Design dmem_bridge, sky130hd; sources not shown.
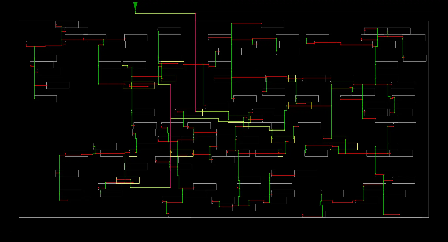
(images/clocks.png)
cts bufs inserted: 9
clk_lat worst skew: 0.35 ns
clock buffer count: 9
Sink Count: 111

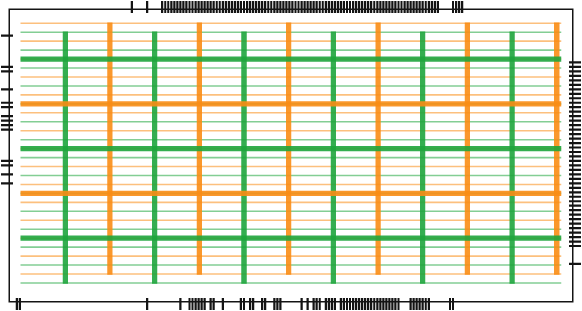
(images/power_grid.png)
Pins as bars on the die edge.
green -> VSS
orange -> VDD
met5 straps = 5
signal pins = 215
met4 straps = 12
rows = 29
Die Wd: 170.7 um
Die Ht: 88.35 um
core area: 12,950 um2

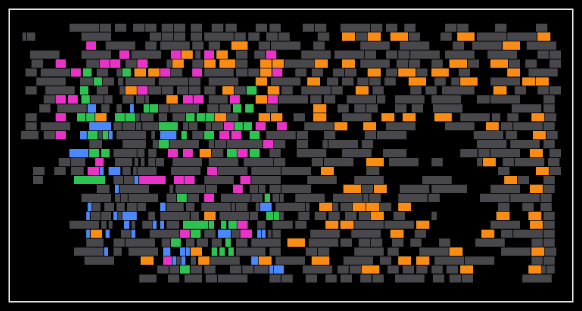
(images/logic_types.png)
orange -> multiplexers  # cells 90, where spread over the die
blue -> NOR gates  # cells 35
green -> inverting AOI/OAI gates  # cells 46
magenta -> AND-OR and OR-AND gates  # cells 44
logic share of the area: 29.37%
Layout Cells excl Fill: 837
most common cell after layout, fill and taps aside: clkdlybuf4s50_1

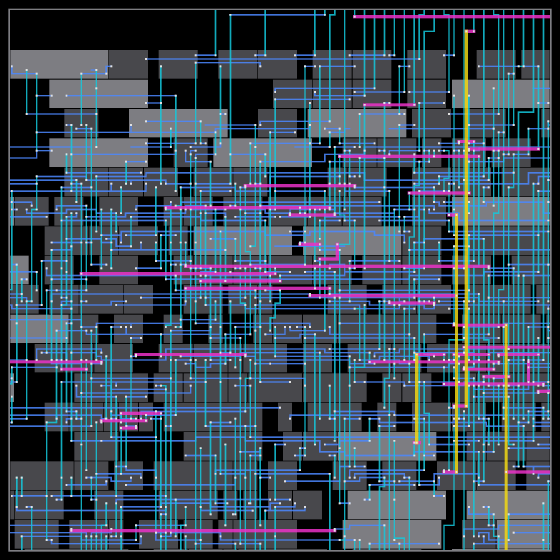
(images/detail.png)
Window x 18 to 68, y 38 to 88 um. Cells in grey, sequential cells in the stronger grey; small squares are vias.
blue -> metal 1
magenta -> metal 3
cyan -> metal 2
yellow -> metal 4
cells with their middle in the window = 166
sequential cells in the window = 16
most frequent = clkdlybuf4s50_1 (27), a22o_1 (19), dfrtp_1 (16)

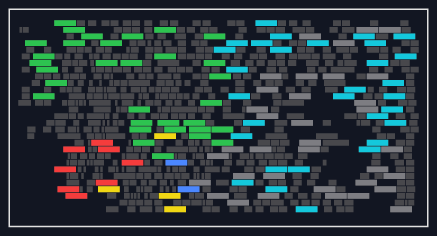
(images/flops_by_reg.png)
green -> rdData  # flops 32
red -> cnt  # flops 8, where south-west
yellow -> bus_be  # flops 4
cyan -> bus_addr  # flops 30
blue -> state  # flops 2
not coloured = 35
Reg area: 2778 um2
Core Util, Final: 65.09%

==> results_dict.tcl <==
# flow metrics
set metrics [dict create \
    worst_path_most_repeated_cell "buf_8" \
    path_clk_slew_ns 0.07 \
    crit_chain "buf_8, buf_8, inv_4, fa_1, inv_1, ha_2, ha_4, and4bb_2, o2111ai_4, buf_6, o211ai_1, a22o_1" \
    placed_cells 796 \
    netlist_area_um2 5289 \
    grt_usage_pct 20.52 \
    fin_ws_ns -0.2826 \
    path_buffers 5 \
    cp.arrival_ns 2.32 \
    start_kind "input pin" \
    warnings 31 \
    violations "setup timing" \
    initial_core_util_pct 40.83 \
    required_ns 2.04 \
    io_buffers 210 \
    use_met2_pct 38.58 \
    reg2reg_depth 8 \
    wl_per_cell_um 18.91 \
    worstSetupPathDepth 12 \
    final-setup-viol-count 84 \
    whs_ns 0.1878 \
    cts_root_buffer "clkbuf_16" \
    crit_type "input pin to flop" \
    p_leak_uw 0.003766 \
    status "finished with violations" \
    place_area_um2 7699 \
]
[stage by stage]
step,util [%],setup slack [ns]
final,65.09,-0.2826
after global routing,65.09,-0.3710
after detailed placement,59.43,-1.413
after global placement,59.24,-3.781
after floorplan,-,-0.3937
after CTS,64.43,-0.2726
[layout make-up]
class | count | area [um2]
inverter | 6 | 37.54
sequential | 111 | 2778
buffer | 25 | 214.0
timing repair buffer | 237 | 2382
fill | 1000 | 4522
clock inverter | 7 | 106.4
clock buffer | 9 | 225.2
multi-input combinational | 272 | 2476
tap | 170 | 212.7
[placed cells by master, fill, tap and decap left out, types with 3 or more instances in the layout]
master           synthesis  final
o21ai_1                  6      4
xnor2_1                  6      6
o21ai_2                  4     11
mux2i_1                 26     24
inv_1                    5      3
clkbuf_16                0      9
o211ai_1                 9      9
clkdlybuf4s50_1          0    203
nor2_1                  21     20
a22oi_1                  7      7
nand3_2                  1      9
buf_4                    4     24
buf_6                   10     12
nor3_1                   4      3
a22o_1                  38     38
buf_8                    0      5
xor2_1                   3      3
buf_2                    5      5
dfrtp_1                111    111
mux2_4                  15     15
nand3_1                 20     11
nand2_1                 14     12
o21ai_0                 11      6
mux2_1                  45     45
mux2_2                   4      4
[logic make-up (layout without fill, tap and decap cells)]
kind of cell | after synthesis | in the layout | synth area share (%)
flops | 111 | 111 | 52.52
xor+xnor | 9 | 9 | 1.491
other cells | 1 | 2 | 0.07090
compound gates | 90 | 90 | 13.56
fa+ha+maj | 4 | 4 | 1.088
simple gates | 77 | 77 | 7.547
buf+inv | 32 | 284 | 4.116
mux | 90 | 90 | 19.61
[report_power, final]
part | total, uW | internal, uW | switching [uW]
Sequential | 4190 | 3580 | 612
Combinational | 5950 | 3150 | 2800
Clock | 2190 | 1240 | 955
